### config.mk
export PLATFORM = sky130hd
export DESIGN_NAME = lc_trans_req_gate
export DESIGN_NICKNAME = d
export VERILOG_FILES = /design/src/rtl/lc_trans_req_gate.sv
export SDC_FILE = /design/constraint.sdc
export NUM_CORES = 1
export LEC_CHECK = 0
export ABC_AREA = 1
export CORE_ASPECT_RATIO = 1.1
export CORE_MARGIN = 2
export CORE_UTILIZATION = 45
export DETAILED_ROUTE_END_ITERATION = 8
export GPL_TIMING_DRIVEN = 0
export HOLD_SLACK_MARGIN = 0.02
export PLACE_DENSITY_LB_ADDON = 0.1
export SYNTH_ARGS = -nofsm -noshare
export SYNTH_HDL_FRONTEND = slang
export SYNTH_SLANG_ARGS = --single-unit
export TNS_END_PERCENT = 20
### constraint.sdc
create_clock -name clk -period 2.3 [get_ports clk]
set_clock_uncertainty 0.15 [all_clocks]
set_input_delay 0.23 -clock clk [delete_from_list [all_inputs] [get_ports clk]]
set_output_delay 0.23 -clock clk [all_outputs]
set_load 0.01 [all_outputs]
### src/rtl/lc_trans_req_gate.sv
// lc_trans_req_gate: validates LC transition requests, issues them to the LC FSM and reports status
module lc_trans_req_gate #(
  parameter int               TOKEN_W        = 32,
  parameter logic [TOKEN_W-1:0] UNLOCK_TOKEN = 32'hC0DE_5EC1,
  parameter int               TIMEOUT_CYC    = 16,
  parameter int               MAX_TOKEN_FAIL = 3
) (
  input  logic               clk,
  input  logic               rst,
  input  logic               req_valid,
  output logic               req_ready,
  input  logic [2:0]         req_target,
  input  logic [TOKEN_W-1:0] req_token,
  input  logic [2:0]         cur_state,
  output logic               trans_cmd,
  output logic [2:0]         trans_target,
  input  logic               trans_done,
  input  logic               trans_success,
  input  logic               trans_invalid_error,
  output logic               rsp_valid,
  input  logic               rsp_ready,
  output logic [2:0]         rsp_status,
  output logic               busy
);
  localparam int TW = $clog2(TIMEOUT_CYC + 1);
  localparam int FW = $clog2(MAX_TOKEN_FAIL + 1);
  localparam logic [2:0] ST_OK = 3'd0, ST_ILLEGAL = 3'd1, ST_TOKEN = 3'd2,
                         ST_FSM = 3'd3, ST_TIMEOUT = 3'd4, ST_LOCKED = 3'd5;
  typedef enum logic [2:0] {IDLE, CHECK, CMD, WAIT, RESP, LOCKOUT} state_e;
  state_e             state_q;
  logic [2:0]         tgt_q;
  logic [TOKEN_W-1:0] tok_q;
  logic [TW-1:0]      tmo_q;
  logic [FW-1:0]      fail_q;
  logic               legal, gated, fail_max;
  // Legal-transition matrix; gated pairs additionally need the unlock token
  always_comb begin
    gated = (cur_state == 3'd2 && tgt_q == 3'd1) ||
            (cur_state == 3'd1 && tgt_q == 3'd3) ||
            (cur_state == 3'd2 && tgt_q == 3'd3);
    legal = gated || (cur_state == 3'd0 && tgt_q == 3'd1) ||
            (cur_state == 3'd1 && tgt_q == 3'd2);
    fail_max = fail_q == FW'(MAX_TOKEN_FAIL);
  end
  // Request/response FSM with registered handshake and command outputs
  always_ff @(posedge clk) begin
    if (rst) begin
      state_q      <= IDLE;
      req_ready    <= 1'b1;
      trans_cmd    <= 1'b0;
      trans_target <= '0;
      rsp_valid    <= 1'b0;
      rsp_status   <= ST_OK;
      busy         <= 1'b0;
      tgt_q        <= '0;
      tok_q        <= '0;
      tmo_q        <= '0;
      fail_q       <= '0;
    end else begin
      trans_cmd <= 1'b0;
      case (state_q)
        IDLE: if (req_valid) begin
          tgt_q     <= req_target;
          tok_q     <= req_token;
          req_ready <= 1'b0;
          busy      <= 1'b1;
          state_q   <= CHECK;
        end
        CHECK: if (!legal) begin
          rsp_status <= ST_ILLEGAL;
          rsp_valid  <= 1'b1;
          state_q    <= RESP;
        end else if (gated && tok_q != UNLOCK_TOKEN) begin
          rsp_status <= ST_TOKEN;
          rsp_valid  <= 1'b1;
          fail_q     <= fail_max ? fail_q : fail_q + 1'b1;
          state_q    <= RESP;
        end else begin
          trans_cmd    <= 1'b1;
          trans_target <= tgt_q;
          fail_q       <= gated ? '0 : fail_q;
          state_q      <= CMD;
        end
        CMD: begin
          tmo_q   <= '0;
          state_q <= WAIT;
        end
        WAIT: begin
          tmo_q <= tmo_q + 1'b1;
          if (trans_done || tmo_q == TW'(TIMEOUT_CYC - 1)) begin
            rsp_status <= !trans_done ? ST_TIMEOUT :
                          (trans_success && !trans_invalid_error) ? ST_OK : ST_FSM;
            rsp_valid  <= 1'b1;
            state_q    <= RESP;
          end
        end
        RESP: if (rsp_ready) begin
          rsp_valid <= 1'b0;
          req_ready <= 1'b1;
          busy      <= 1'b0;
          state_q   <= fail_max ? LOCKOUT : IDLE;
        end
        LOCKOUT: if (req_valid) begin
          rsp_status <= ST_LOCKED;
          rsp_valid  <= 1'b1;
          req_ready  <= 1'b0;
          busy       <= 1'b1;
          state_q    <= RESP;
        end
        default: state_q <= IDLE;
      endcase
    end
  end
endmodule

Run 1, wiring by layer:
The bar under the picture is 20 um long. Only two layers are drawn.
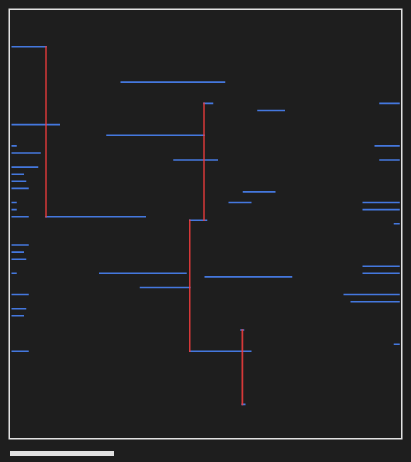
met3 -> blue  # wire length 258 um
met4 -> red  # wire length 94.5 um
number of vias in the routed layout: 2354
wirelength, routed: 5690 um
routed length per instance: 11.6 um
global-route total usage across every layer: 0.198

Run 1, routing congestion map:
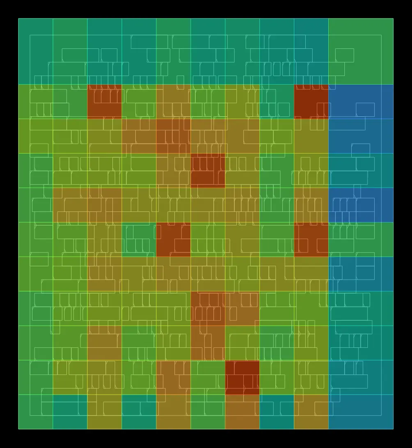
most used routing layer in global routing: met2
Layout Utilization: 0.602
met3 global-route usage: 0.0376

==> notes.md, run 1 <==
Results of the flow run.

The number of synthesized flops with an enable pin stands at 0. The final timing summary puts the cycle share of the worst path at 0.795. Max fanout on the critical path was recorded as 5. The floorplan report gives the top-level pin count as 55.

The critical path in the final layout is reported with a setup slack of 0.472 ns. After layout, the design draws a total of roughly 2.8 mW. The congestion estimate from routability-driven global placement came to 0.832. In this run, post-CTS repair resized a total of 0 instances. The mapped cell area stands at 0.00250 sq mm. The initial core utilization stands at 0.467.

The synthesized chip area reported by yosys stands at about 0.0025 sq mm. The CTS H-tree depth stands at 2. For the worst-skew pair, the clock arrives at the later sink with an insertion delay of 0.31 ns.

OpenSTA, run right after detailed placement, puts the worst setup slack at roughly 0.30 ns. The clock transition at the registers of the reported paths stands at approximately 0.09 ns. The floorplan row count stands at 28.

The die is 82.2 um tall. The flow ran to the end, and the final reports show no timing, DRC or antenna violations. The buffer levels on the longest clock path stands at 2.

For this run, the script counts the antenna cells in the layout as 0. The count of maximum capacitance violations stands at 0. The critical path goes through ha_1 > inv_1 > nor2_1 > ha_1 > nor3_2 > nor2_1 > o21ai_0 > a21oi_1.

The length of the first detailed-routing pass in iterations stands at 4. The final period demand of the worst path stands at roughly 1.8 ns. The number of nets in the synthesized netlist is 403. The area of the multi-input gates stands at 0.00115 sq mm. The final-layout fill cell count stands at around 540. Sorting the synthesized cells by area gives the leading types as sky130_fd_sc_hd__dfxtp_1, sky130_fd_sc_hd__nand2_1, sky130_fd_sc_hd__a21oi_1, sky130_fd_sc_hd__inv_1, sky130_fd_sc_hd__nor2_1. The cell depth of the worst min-delay path stands at 3. Per the finish-stage timing summary, setup violations number 0. Measured against its own limit, the worst slew margin works out to 0.663. STA classifies the critical path startpoint as a flop. The setup TNS stands at 0 ns. Setup repair after global routing left no endpoint under its margin. Counting pins that exceed their max-slew limit in the final report gives 0. Logic depth along the worst register-to-register path is recorded as 8. Dividing the detail-routed via count by the number of cells gives 4.80. In this run the most critical hold path is launched from req_valid.

The sum of net half-perimeters after detailed placement stands at 4260 um. Detailed-route iteration 0 reported a violation count of 142. The standard cell core area stands at about 0.0054 sq mm. The total number of yosys warnings stands at 0. The flop-to-flop setup slack stands at 0.47 ns.

The upper clock frequency limit stands at around 550 MHz. Per the post-synthesis report, the number of cells in the design is approximately 360. The finished layout cell area stands at 0.00323 sq mm. The path class of the tightest hold or removal check is input port to flop. For this run, the leading register cell type out of synthesis is sky130_fd_sc_hd__dfxtp_1. Per the detailed placement report, the placed cell area equals 0.00313 sq mm.

The yosys stat cell total stands at 355. In the final design database the tool counted 463 nets. The analysis attributes to cell leakage a power of 1.28 nW. Of the synthesized area, sequential elements account for 0.440. The tree is rooted in a sky130_fd_sc_hd__clkbuf_8. Total power normalized to cell area comes to approximately 860 mW/mm^2.

The cell type that accounts for the most area after synthesis is sky130_fd_sc_hd__dfxtp_1. The tool warning count for the run is 26. Summing all flip-flop and latch instances after layout gives around 0.0011 sq mm.

The first-pass GRT wire length stands at 9340 um. The worst setup path is captured at a flop. The slowest stage of the critical path belongs to the cell sky130_fd_sc_hd__nor3_2. Per the synth stats, the proportion of register bits with asynchronous set or reset is 0. Yosys mapped the design onto 30 distinct sky130hd cell types. The share of the synthesized area in the top cell type stands at 0.440. Including well taps, the total number of placed cells is about 480. Per the final layout report, the fraction of cells sized above drive strength 1 comes to 0.0795. The number of antenna violations at the first check in global routing came to 0. Endpoints failing hold in the final report were tallied at 0.

The arrival time at the worst endpoint stands at 1.86 ns. Per the post-route antenna check, the number of violating nets is 0. Global routing finished with a remaining overflow of 0. From left edge to right edge, the die measures 75.1 um. Looking at the reg2reg group, the worst path ends at state_q[0]$_SDFFE_PP0P_. Across all hold checks on the routed design, the worst slack comes to about 0.26 ns. The hold buffer count at cts stands at 0.

Ranking logic cells in the layout by count gives the top entries sky130_fd_sc_hd__nand2_1, sky130_fd_sc_hd__dfxtp_1, sky130_fd_sc_hd__clkdlybuf4s50_1, sky130_fd_sc_hd__a21oi_1, sky130_fd_sc_hd__inv_1. Counting flops and latches in the post-synthesis netlist gives 55. Hold analysis lists the worst path endpoint as tok_q[14]$_SDFFE_PP0P_. According to the timing report, the data required time at the worst endpoint equals 2.33 ns. After detailed routing, the number of remaining DRC violations is 0. Counting every sink on the clock net gives 55. Buffers placed on the I/O ports in this run total about 53.

The via count of the first global-routing pass was roughly 2100. The worst setup path is of the flop to flop kind. The largest stage delay on the critical path stands at 0.39 ns. After floorplanning, the die was sized to cover 0.00617 sq mm.

The maximum VDD drop stands at between 0.5 and 0.6 mV. Entering global routing, the biggest net connects 16 pins. The average instance in the mapped netlist occupies 7.05 sq um.

TritonCTS built the clock tree. Clock tree synthesis inserted a total of 5 buffers. The pin closest to its max-slew limit shows a slew of around 0.5 ns. The area growth from synthesis to final layout stands at 29.1%.

Once the clock tree was built, the setup fixing pass inserted 0 buffers. In this run the critical register-to-register path is launched from tmo_q[0]$_SDFFE_PP0P_.
Run 1, selected gate families:
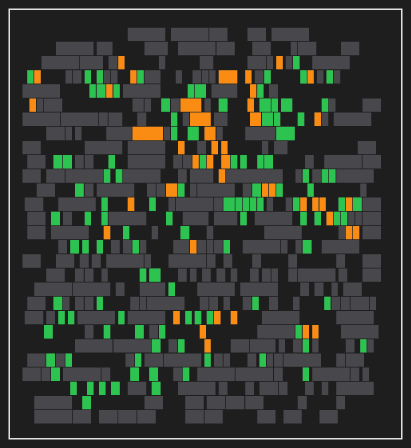
NAND gates -> green  # cells 110, most used nand2_1, where spread over the die
NOR gates -> orange  # cells 44, most used nor2_1
Non-Filler Instances: 490
top logic cell by instance count in the layout: sky130_fd_sc_hd__nand2_1
logic share of the area: 0.356

## run 1: synthesized netlist by cell type, types with 2 or more instances
cell / number
sky130_fd_sc_hd__nand2_1: 78
sky130_fd_sc_hd__dfxtp_1: 55
sky130_fd_sc_hd__a21oi_1: 46
sky130_fd_sc_hd__inv_1: 43
sky130_fd_sc_hd__nor2_1: 36
sky130_fd_sc_hd__nand3_1: 24
sky130_fd_sc_hd__o21ai_1: 15
sky130_fd_sc_hd__o21ai_0: 11
sky130_fd_sc_hd__buf_2: 6
sky130_fd_sc_hd__clkbuf_1: 6
sky130_fd_sc_hd__inv_2: 5
sky130_fd_sc_hd__nand4_1: 4
sky130_fd_sc_hd__ha_1: 3
sky130_fd_sc_hd__nand2_2: 3
sky130_fd_sc_hd__nor2_2: 3
sky130_fd_sc_hd__buf_4: 2
sky130_fd_sc_hd__nor2_4: 2
## run 1: cells by family after synthesis
group / after synthesis / share of synthesized area
AND-OR/OR-AND: 80 / 0.175
flip-flops: 55 / 0.440
AND/OR/NAND/NOR: 154 / 0.270
adder cells (fa/ha/maj): 3 / 0.0150
buffers and inverters: 63 / 0.101
## run 1: registers in the layout, summed over array words and instances, names as in the netlist, 2 cells and up
register / count
fail_q: 2
trans_target: 3
tgt_q: 3
tok_q: 32
state_q: 3
tmo_q: 5
rsp_status: 3
## run 1: metal layers
metal | part of all wire | global-route usage | wire (um) | vias up
met5 | 0 | 0 | 0 | -
met3 | 0.045 | 0.0376 | 257 | 10
met4 | 0.017 | 0.0643 | 94 | 0
met2 | 0.45 | 0.322 | 2580 | 54
met1 | 0.48 | 0.263 | 2760 | 1036
li1 | - | - | - | 1254
## run 1: worst max-delay path by stage
stage | startpoint | end | depth (start not counted)
6_report | tmo_q[0]$_SDFFE_PP0P_ | state_q[0]$_SDFFE_PP0P_ | 8
4_1_cts | tmo_q[0]$_SDFFE_PP0P_ | state_q[0]$_SDFFE_PP0P_ | 8
3_3_place_gp | cur_state[0] | state_q[1]$_SDFFE_PP0P_ | 13
5_1_grt | tmo_q[0]$_SDFFE_PP0P_ | rsp_status[0]$_SDFFE_PP0P_ | 10
2_1_floorplan | tmo_q[0]$_SDFFE_PP0P_ | rsp_status[0]$_SDFFE_PP0P_ | 10
3_5_place_dp | cur_state[0] | state_q[1]$_SDFFE_PP0P_ | 13
## run 1: power by group
| part | internal (mW) | leakage (nW) | switching [mW] |
|---|---|---|---|
| Clock | 0.320 | 0.0513 | 0.306 |
| Sequential | 1.13 | 0.452 | 0.0937 |
| Combinational | 0.401 | 0.777 | 0.535 |
## run 1: worst max-delay path: cells and delay by family, from the launching register on
family | cells | cell delay [ns]
and+or+nand+nor | 3 | 0.55
adders and majority gates | 2 | 0.39
DFF | 1 | 0.35
AOI/OAI and AO/OA | 2 | 0.17
buffers and inverters | 1 | 0.08
## run 1: cell type report
class                           instances  share of cell area
Clock buffer                            6              0.0225
Clock inverter                          1             0.00930
Inverter                               48              0.0558
Timing Repair Buffer                   53               0.164
Sequential cell                        55               0.341
Multi-Input combinational cell        237               0.356
Buffer                                 15              0.0221
Tap cell                               75              0.0291
## Run 2: what changed since run 1
Clock period 2.3 ns to 1.5 ns, I/O delays scaled along.
Run 2, sequential cells grouped by signal name:
The bar under the picture is 20 um long. Other sequential cells in the stronger grey, the rest of the logic in the fainter grey.
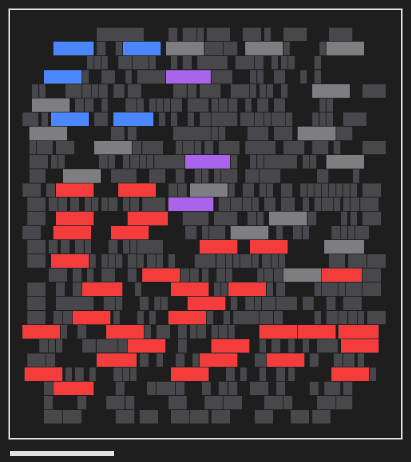
tmo_q -> blue  # placed flops 5, where north-west
state_q -> purple  # placed flops 3
tok_q -> red  # placed flops 32

==> notes.md, run 2 <==
Results of the flow run.

The run finished, with violations left. The final reports fail on negative setup slack. The switching part of the total stands at 0.357 (+0.0212).

The biggest area contributor in the post-synthesis netlist is sky130_fd_sc_hd__dfxtp_1. The switching power stands at 1.59 mW (+70%). The fraction of final layout cells with drive strength greater than 1 came to 0.226 (+0.147). The final setup slack of the worst path is -0.129 ns (-0.601 ns). In the post-synthesis netlist, the biggest area contributors are sky130_fd_sc_hd__dfxtp_1, sky130_fd_sc_hd__nand2_1, sky130_fd_sc_hd__a21oi_1, sky130_fd_sc_hd__inv_1, sky130_fd_sc_hd__nor2_1. The final-layout fill cell count came to 502 (-6.2%). The number of clock sinks is 55 (unchanged). The global placer's final weighted congestion stands at 0.810 (-2.7%). Checking hold timing, the worst path is listed with class input port to flop. The total number of yosys warnings is 0 (unchanged). The horizontal die size is 75.1 um (unchanged).

The total overflow reported by the global router stands at 0 (unchanged). The footprint of the flip-flops and latches stands at 0.00112 sq mm (+2.0%). The flop-to-flop setup slack stands at -0.13 ns (-0.60 ns). The internal power component stands at 2.86 mW (+55%). The sum of net half-perimeters after detailed placement was 4180 um (-2.0%). The floorplan row count stands at 28 (unchanged). The number of setup violations in the final report is 20 (+20). The total die size is 0.00617 sq mm (unchanged). The mapped cell area came to 0.00250 sq mm (unchanged). The clock latency at the later pin of the worst-skew pair stands at 0.31 ns (about the same).

The total of flip-flops plus latches after synthesis stands at 55 (unchanged). Leaving out fill and tap cells, the most frequent cell in the layout is sky130_fd_sc_hd__nand2_1. The final count of hold timing violations stands at 0 (unchanged). The power per cell area stands at 1260 mW/mm^2 (+46%). The area growth from synthesis to final layout stands at 41.5%.

The part of the total power dissipated in combinational logic was 0.386 (+0.050). The cell leakage power was 1.49 nW (+17%). The standard cell core area was 0.00536 sq mm (unchanged). STA classifies the critical path endpoint as a flop. The upper clock frequency limit was 614 MHz (+12%). The net count reported at finish stands at 476 (+2.8%). The endpoint required time on the critical path was 1.53 ns (-0.80 ns).

The buffer levels on the longest clock path came to 2 (unchanged). The final-layout worst hold slack stands at 0.243 ns (-0.0147 ns). The share of the cycle needed by the critical path after routing was 1.09 (+0.291). The clock transition at the registers of the reported paths stands at 0.10 ns (about the same). The part of the total power dissipated in the clock network stands at 0.188 (-0.037). The final-report max-slew violation count was 0 (unchanged). The CTS H-tree depth is 2 (unchanged). In the setup report, the worst path falls into the class flop to flop. The arrival time at the worst endpoint stands at 1.66 ns (-0.20 ns). The share of the yosys chip area belonging to registers stands at 0.440 (unchanged). The synthesis report names the predominant flop master as sky130_fd_sc_hd__dfxtp_1. The yosys stat cell total is 355 (unchanged). The most common logic cells in the final layout are sky130_fd_sc_hd__nand2_1, sky130_fd_sc_hd__clkdlybuf4s50_1, sky130_fd_sc_hd__a21oi_1, sky130_fd_sc_hd__dfxtp_1, sky130_fd_sc_hd__inv_1. Setup repair after global routing could not meet its margin everywhere. sky130_fd_sc_hd__nand2_1 is the most common cell in the netlist.

The placement-stage worst setup slack came to -0.441 ns (-0.737 ns). The post-synthesis net count is 403 (unchanged). The number of buffers added by the clock tree synthesis step came to 5 (unchanged).

The antenna diode count was 0 (unchanged). The sequential group share of total power was 0.425 (-0.014). The area of the multi-input gates stands at 0.00129 sq mm (+12%). The setup TNS was -1.32 ns (-1.32 ns). The routed length per placed instance came to 12.0 um (+3.8%).

The initial core utilization stands at 0.467 (unchanged). The first-pass GRT wire length stands at 9560 um (+2.3%). CTS placed an instance of sky130_fd_sc_hd__clkbuf_8 at the clock tree root. The final wirelength stands at 6070 um (+6.7%). The number of buffer cells added on primary ports was 53 (unchanged). TritonCTS built the clock tree. tok_q holds more flip-flops than any other register.

The via count of the first global-routing pass stands at 2182 (+2.1%).
-- run 2: cell counts after synthesis --
No cell type changed its count.
-- run 2: power by group through the flow --
stage / logic (mW) / registers (mW) / clock network, mW
finish: 1.72 / 1.89 / 0.837
global route: 1.91 / 1.92 / 0.910
CTS: 1.59 / 1.88 / 0.855
detailed placement: 1.43 / 1.90 / 0
global placement: 1.41 / 1.90 / 0
floorplan: 0.936 / 1.91 / 0
-- run 2: area by class of cell --
class                      count  share of cell area
tap                           75              0.0265
sequential                    55               0.318
clock buffer                   6              0.0205
clock inverter                 2             0.00460
inverter                      48              0.0516
timing repair buffer          67               0.187
multi-input combinational    237               0.365
buffer                        14              0.0269
-- run 2: path summary, 6_finish.rpt --
path                                                   start                      endpoint  depth (start not counted)
worst min register to register  trans_target[2]$_SDFFE_PP0P_  trans_target[2]$_SDFFE_PP0P_                          2
worst max-delay path                   tmo_q[1]$_SDFFE_PP0P_       state_q[0]$_SDFFE_PP0P_                          9
worst min-delay path                           req_token[11]        tok_q[11]$_SDFFE_PP0P_                          3
worst max register to register         tmo_q[1]$_SDFFE_PP0P_       state_q[0]$_SDFFE_PP0P_                          9
-- run 2: what timing repair did --
action	CTS	global route
cloned	1	1
resized	27	58
buffers inserted	6	7
pin swaps	9	20
endpoints found under the setup margin	56	52
hold buffers	0	0
-- run 2: kinds of logic after synthesis --
kind of cell,Yosys count,synth area share
AND-OR/OR-AND,80,0.175
flip-flops,55,0.440
AND/OR/NAND/NOR,154,0.270
buffers and inverters,63,0.101
adder cells (fa/ha/maj),3,0.0150
-- run 2: worst max-delay path, stage by stage (launching register included) --
cell	delay (ns)
sky130_fd_sc_hd__dfxtp_2	0.35
sky130_fd_sc_hd__ha_4	0.15
sky130_fd_sc_hd__inv_2	0.05
sky130_fd_sc_hd__nor2_2	0.03
sky130_fd_sc_hd__ha_2	0.18
sky130_fd_sc_hd__nor3_4	0.23
sky130_fd_sc_hd__buf_4	0.18
sky130_fd_sc_hd__nor2_2	0.04
sky130_fd_sc_hd__o21ai_1	0.08
sky130_fd_sc_hd__a21oi_1	0.07
-- run 2: per-layer routing --
metal  vias up  global-route usage  share of wire
li1       1287                   -              -
met1      1092               0.269           0.46
met2        63               0.328           0.47
met3         7              0.0376          0.062
met4         0              0.0482          0.012
met5         -                   0              0
-- run 2: per-stage QoR --
stage          cells  area [sq um]  power, mW
6_report         504          3540       4.45
5_1_grt          504          3540       4.74
4_1_cts          497          3350       4.32
3_5_place_dp     483          3140       3.33
3_3_place_gp     483          3140       3.31
2_1_floorplan    355          2510       2.85
No activity file was given, so power comes from the tool's default toggle rates.
